### src/rtl/booth_pkg.sv
// ---------------------------------------------------------------------------
// booth_pkg
// Shared definitions for the sequential radix-4 Booth multiplier:
//   - operand / partial-product / accumulator widths
//   - FSM state encoding
//   - Booth digit encoding (neg, one, two) and its encoder function
// Optional feature macro used by the design: BOOTH_EARLY_TERM_EN
// ---------------------------------------------------------------------------
package booth_pkg;

  localparam int W     = 16;      // operand width (only 16 is supported)
  localparam int PP_W  = W + 3;   // partial-product width, sign-extended
  localparam int NPP   = W / 2;   // number of radix-4 digits
  localparam int ACC_W = 34;      // carry-save accumulator width

  typedef enum logic [1:0] {
    ST_IDLE    = 2'd0,
    ST_ACCUM   = 2'd1,
    ST_RESOLVE = 2'd2,
    ST_HOLD    = 2'd3
  } state_t;

  // One radix-4 digit: magnitude is one (|d|=1) or two (|d|=2), sign is neg.
  // Both magnitude flags low means the digit is zero.
  typedef struct packed {
    logic neg;
    logic one;
    logic two;
  } booth_dig_t;

  // Encode the multiplier triplet {b[2i+1], b[2i], b[2i-1]}.
  // The triplet 111 is a zero digit and is deliberately not marked negative,
  // so no +1 correction is ever injected for a zero partial product.
  function automatic booth_dig_t booth_encode(input logic [2:0] trip);
    booth_dig_t dig;
    dig.neg = trip[2] & ~(trip[1] & trip[0]);
    dig.one = trip[1] ^ trip[0];
    dig.two = (trip[2] & ~trip[1] & ~trip[0]) | (~trip[2] & trip[1] & trip[0]);
    return dig;
  endfunction

endpackage

### src/rtl/booth_pp_gen.sv
// ---------------------------------------------------------------------------
// booth_pp_gen
// Combinational radix-4 Booth encoder and 19-bit partial-product generator.
// Ports:
//   i_a    [15:0] multiplicand, two's complement
//   i_trip [2:0]  multiplier triplet {b[2i+1], b[2i], b[2i-1]}
//   o_pp   [18:0] partial product; for negative digits this is the one's
//                 complement of |d|*a, the +1 is added by the caller
//   o_neg         digit is negative
// ---------------------------------------------------------------------------
module booth_pp_gen
  import booth_pkg::*;
(
  input  logic [W-1:0]    i_a,
  input  logic [2:0]      i_trip,
  output logic [PP_W-1:0] o_pp,
  output logic            o_neg
);

  booth_dig_t            w_dig;
  logic      [PP_W-1:0]  w_a_ext;
  logic      [PP_W-1:0]  w_mag;

  assign w_dig   = booth_encode(i_trip);
  assign w_a_ext = {{(PP_W-W){i_a[W-1]}}, i_a};

  // |d|*a selection; 2a of the most negative operand still fits in 19 bits
  always_comb begin
    w_mag = '0;
    if (w_dig.one)      w_mag = w_a_ext;
    else if (w_dig.two) w_mag = w_a_ext << 1;
  end

  assign o_pp  = w_dig.neg ? ~w_mag : w_mag;
  assign o_neg = w_dig.neg;

endmodule

### src/rtl/booth_mul_seq.sv
// ---------------------------------------------------------------------------
// booth_mul_seq
// Iterative 16x16 signed radix-4 Booth multiplier. One partial product per
// cycle is folded into a registered 34-bit carry-save accumulator; a final
// carry-propagate add resolves the product.
// Ports:
//   clk, reset_n         clock, asynchronous active-low reset
//   in_valid / in_ready  operand handshake (in_ready only in IDLE)
//   a, b       [15:0]    signed multiplicand / multiplier
//   out_valid / out_ready product handshake
//   p          [31:0]    signed product, held stable while back-pressured
//   busy                 high in any state other than IDLE
// Configuration macro: BOOTH_EARLY_TERM_EN
//   defined   - stop accumulating once the remaining multiplier bits are all
//               sign copies (all remaining digits are zero)
//   undefined - all eight digits are always processed
// ---------------------------------------------------------------------------
module booth_mul_seq
  import booth_pkg::*;
(
  input  logic          clk,
  input  logic          reset_n,
  input  logic          in_valid,
  output logic          in_ready,
  input  logic [W-1:0]  a,
  input  logic [W-1:0]  b,
  output logic          out_valid,
  input  logic          out_ready,
  output logic [2*W-1:0] p,
  output logic          busy
);

  state_t              r_state;
  logic [W-1:0]        r_a;
  logic [W-1:0]        r_b;
  logic [ACC_W-1:0]    r_sum;
  logic [ACC_W-1:0]    r_carry;
  logic [NPP-1:0]      r_negs;
  logic [2:0]          r_idx;
  logic [2*W-1:0]      r_p;
  logic                r_out_valid;

  logic [W:0]          w_bext;
  logic [3:0]          w_shamt;
  logic [2:0]          w_trip;
  logic [PP_W-1:0]     w_pp;
  logic                w_neg;
  logic [ACC_W-1:0]    w_pp_sh;
  logic [ACC_W-1:0]    w_csa_sum;
  logic [ACC_W-1:0]    w_csa_carry;
  logic [ACC_W-1:0]    w_corr;
  logic [2*W-1:0]      w_final;
  logic [ACC_W-2*W-1:0] w_unused_hi;
  logic                w_last;

  // b[-1] = 0 is supplied by appending a zero below the multiplier
  assign w_bext  = {r_b, 1'b0};
  assign w_shamt = {r_idx, 1'b0};
  assign w_trip  = w_bext[w_shamt +: 3];

  booth_pp_gen u_pp_gen (
    .i_a    (r_a),
    .i_trip (w_trip),
    .o_pp   (w_pp),
    .o_neg  (w_neg)
  );

  assign w_pp_sh = {{(ACC_W-PP_W){w_pp[PP_W-1]}}, w_pp} << w_shamt;

  // One 3:2 CSA level: sum, carry and the shifted partial product
  assign w_csa_sum   = r_sum ^ r_carry ^ w_pp_sh;
  assign w_csa_carry = ((r_sum & r_carry) | (r_sum & w_pp_sh) | (r_carry & w_pp_sh)) << 1;

  // The +1 for each negative digit sits at bit 2i. These are collected in
  // r_negs and only expanded here, because bit 2i of the shifted carry vector
  // may already be occupied; the positions of different digits never overlap.
  always_comb begin
    w_corr = '0;
    for (int k = 0; k < NPP; k++) begin
      w_corr[2*k] = r_negs[k];
    end
  end

  assign {w_unused_hi, w_final} = r_sum + r_carry + w_corr;

`ifdef BOOTH_EARLY_TERM_EN
  // Remaining digits are all zero when b[15:2i+1] are copies of one bit
  logic signed [W-1:0] w_tail;
  assign w_tail = $signed(r_b) >>> ({1'b0, w_shamt} + 5'd1);
  assign w_last = (r_idx == 3'(NPP-1)) || (w_tail == '0) || (&w_tail);
`else
  assign w_last = (r_idx == 3'(NPP-1));
`endif

  // Control FSM and datapath registers; reset aborts any operation in flight
  always_ff @(posedge clk or negedge reset_n) begin
    if (!reset_n) begin
      r_state     <= ST_IDLE;
      r_a         <= '0;
      r_b         <= '0;
      r_sum       <= '0;
      r_carry     <= '0;
      r_negs      <= '0;
      r_idx       <= '0;
      r_p         <= '0;
      r_out_valid <= 1'b0;
    end else begin
      case (r_state)
        ST_IDLE: begin
          if (in_valid) begin
            r_a     <= a;
            r_b     <= b;
            r_sum   <= '0;
            r_carry <= '0;
            r_negs  <= '0;
            r_idx   <= '0;
            r_state <= ST_ACCUM;
          end
        end
        ST_ACCUM: begin
          r_sum         <= w_csa_sum;
          r_carry       <= w_csa_carry;
          r_negs[r_idx] <= w_neg;
          r_idx         <= r_idx + 3'd1;
          if (w_last) r_state <= ST_RESOLVE;
        end
        ST_RESOLVE: begin
          r_p         <= w_final;
          r_out_valid <= 1'b1;
          r_state     <= ST_HOLD;
        end
        ST_HOLD: begin
          if (out_ready) begin
            r_out_valid <= 1'b0;
            r_state     <= ST_IDLE;
          end
        end
        default: r_state <= ST_IDLE;
      endcase
    end
  end

  assign in_ready  = (r_state == ST_IDLE);
  assign busy      = (r_state != ST_IDLE);
  assign out_valid = r_out_valid;
  assign p         = r_p;

endmodule
### config.mk
export PLATFORM = sky130hd
export DESIGN_NAME = booth_mul_seq
export DESIGN_NICKNAME = d
export VERILOG_FILES = /design/src/rtl/booth_pkg.sv /design/src/rtl/booth_pp_gen.sv /design/src/rtl/booth_mul_seq.sv
export SDC_FILE = /design/constraint.sdc
export NUM_CORES = 1
export LEC_CHECK = 0
export ABC_AREA = 0
export CORE_MARGIN = 1
export CORE_UTILIZATION = 55
export CTS_BUF_LIST = sky130_fd_sc_hd__clkbuf_4 sky130_fd_sc_hd__clkbuf_8
export DETAILED_ROUTE_END_ITERATION = 10
export DONT_BUFFER_PORTS = 1
export PLACE_DENSITY = 0.72
export SLEW_MARGIN = 20
export SYNTH_ARGS = -nofsm -noshare
export SYNTH_HDL_FRONTEND = slang
export SYNTH_HIERARCHICAL = 1
export SYNTH_SLANG_ARGS = --single-unit
export TNS_END_PERCENT = 30
### constraint.sdc
create_clock -name clk -period 5.33 [get_ports clk]
set_clock_uncertainty 0.1 [all_clocks]
set_input_delay 1.066 -clock clk [delete_from_list [all_inputs] [get_ports clk]]
set_output_delay 1.066 -clock clk [all_outputs]
set_load 0.005 [all_outputs]
==> impl_metrics.tcl <==
# place-and-route summary
set metrics [dict create \
    run_status "finished clean" \
    vias_per_cell 6.05 \
    finalClockPeriodUsage 0.886 \
    largest_area_cell "dfrtp_1" \
    grt.overflow.total 0 \
    synth.area.top_cells "dfrtp_1 36%, mux2_2 9.0%, ha_1 8.0%" \
    yosysTopAreaCellShare 0.363 \
    rsz0062_at_grt "false" \
    track_usage 0.238 \
    post-cts-setup-buffers 0 \
    grt_pass1_wl_um 33800 \
    diodes 0 \
    lay_top_cells "141 x dfrtp_1, 78 x mux2_2, 66 x a22o_1" \
    r2r-start "r_idx[2]$_DFFE_PN0P_" \
    die-area_um2 18200 \
    drc 0 \
    cts-hold-fix-buffers 0 \
    worstSetupStartpointType "flop" \
    cts.sinks 141 \
    place.gp.congestion 0.910 \
    core_area_um2 17300 \
    lay_top_count "dfrtp_1" \
    edf_count 0 \
    ff2ff_path_depth 12 \
]
## flip-flops by register name (all words and copies together) (netlist names)
register	cells
r_sum	32
r_b	16
r_idx	3
r_carry	31
r_a	16
r_state	2
out_valid	1
p	32
r_negs	8
## final cells by class
cell class | instances | area [um2]
fillers | 1486 | 7180
multi-input cells | 674 | 5780
flip-flops and latches | 141 | 3530
clock buffers | 22 | 284
well taps | 225 | 282
repair buffers | 13 | 97.6
inverters | 20 | 75.1
clock inverters | 7 | 67.6
## through the flow
stage	hold slack, ns	area [um2]
final	0.207	10100
after global routing	0.157	10100
after CTS	0.170	10100
after detailed placement	0.397	9760
after global placement	0.390	9760
after floorplan	0.367	9720
## worst max-delay path: stages (launching register included)
cell and delay [ns]:
dfrtp_1 0.54, inv_1 0.38, nor2_1 0.14, a221oi_1 0.32, o2111ai_1 0.25, ha_1 0.54, o31ai_1 0.15, xnor2_1 0.81
a21boi_0 0.33, a311oi_1 0.08, a21oi_1 0.29, fa_1 0.48, a22o_1 0.20
## per-layer routing
metal	share of wire	global-route usage	vias to the layer above
met3	0.048	0.0601	17
met4	0.0095	0.0637	0
li1	-	-	3266
met2	0.45	0.360	158
met5	0	0	-
met1	0.49	0.340	3224
## synthesized netlist by cell type, drive strengths merged (25+ instances only)
| cell | n |
|---|---|
| fa | 38 |
| dfrtp | 141 |
| clkbuf | 29 |
| mux2i | 25 |
| nor2 | 34 |
| a21oi | 47 |
| ha | 62 |
| mux2 | 78 |
| a22o | 66 |
| o21ai | 52 |
| nand2 | 60 |
| buf | 33 |
| xnor2 | 29 |
## kinds of logic (layout without fill, tap and decap cells)
family | Yosys count | count (layout) | synth area share
compound gates | 269 | 269 | 0.202
mux | 103 | 103 | 0.116
xor+xnor | 37 | 37 | 0.0333
buf+inv | 83 | 62 | 0.0441
fa+ha+maj | 100 | 100 | 0.158
flops | 141 | 141 | 0.363
simple gates | 165 | 165 | 0.0838
## worst min path at each step
stage | start | end | slack [ns]
2_1_floorplan | r_negs[0]$_DFFE_PN0P_ | r_negs[0]$_DFFE_PN0P_ | 0.37
3_3_place_gp | r_b[0]$_DFFE_PN0P_ | r_b[0]$_DFFE_PN0P_ | 0.39
3_5_place_dp | r_b[2]$_DFFE_PN0P_ | r_b[2]$_DFFE_PN0P_ | 0.40
4_1_cts | reset_n | p[8]$_DFFE_PN0P_ | 0.17
5_1_grt | reset_n | p[10]$_DFFE_PN0P_ | 0.16
6_report | reset_n | p[30]$_DFFE_PN0P_ | 0.21
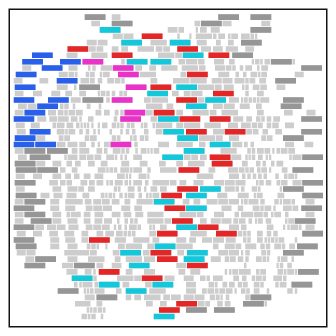
(sequential cells grouped by signal name)
r_negs -> magenta  # sequential cells 8
r_sum -> red  # sequential cells 32
r_carry -> cyan  # sequential cells 31, where a vertical strip down the middle
r_b -> blue  # sequential cells 16
post-layout util: 0.585
flop share of the area: 0.349
Flop area: 3530 um2

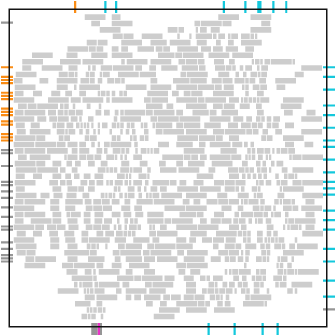
(pin map)
Pins as bars across the die edge, other pins in grey.
out_ready -> magenta  # pins 1, direction input, edge bottom
b -> orange  # pins 16, direction input, edge 15 left, 1 top
p -> cyan  # pins 32, direction output, edge 20 right, 8 top, 4 bottom
all pins by edge = 32 left, 21 right, 9 top, 9 bottom
die width: 135 um
# port buffers: 0

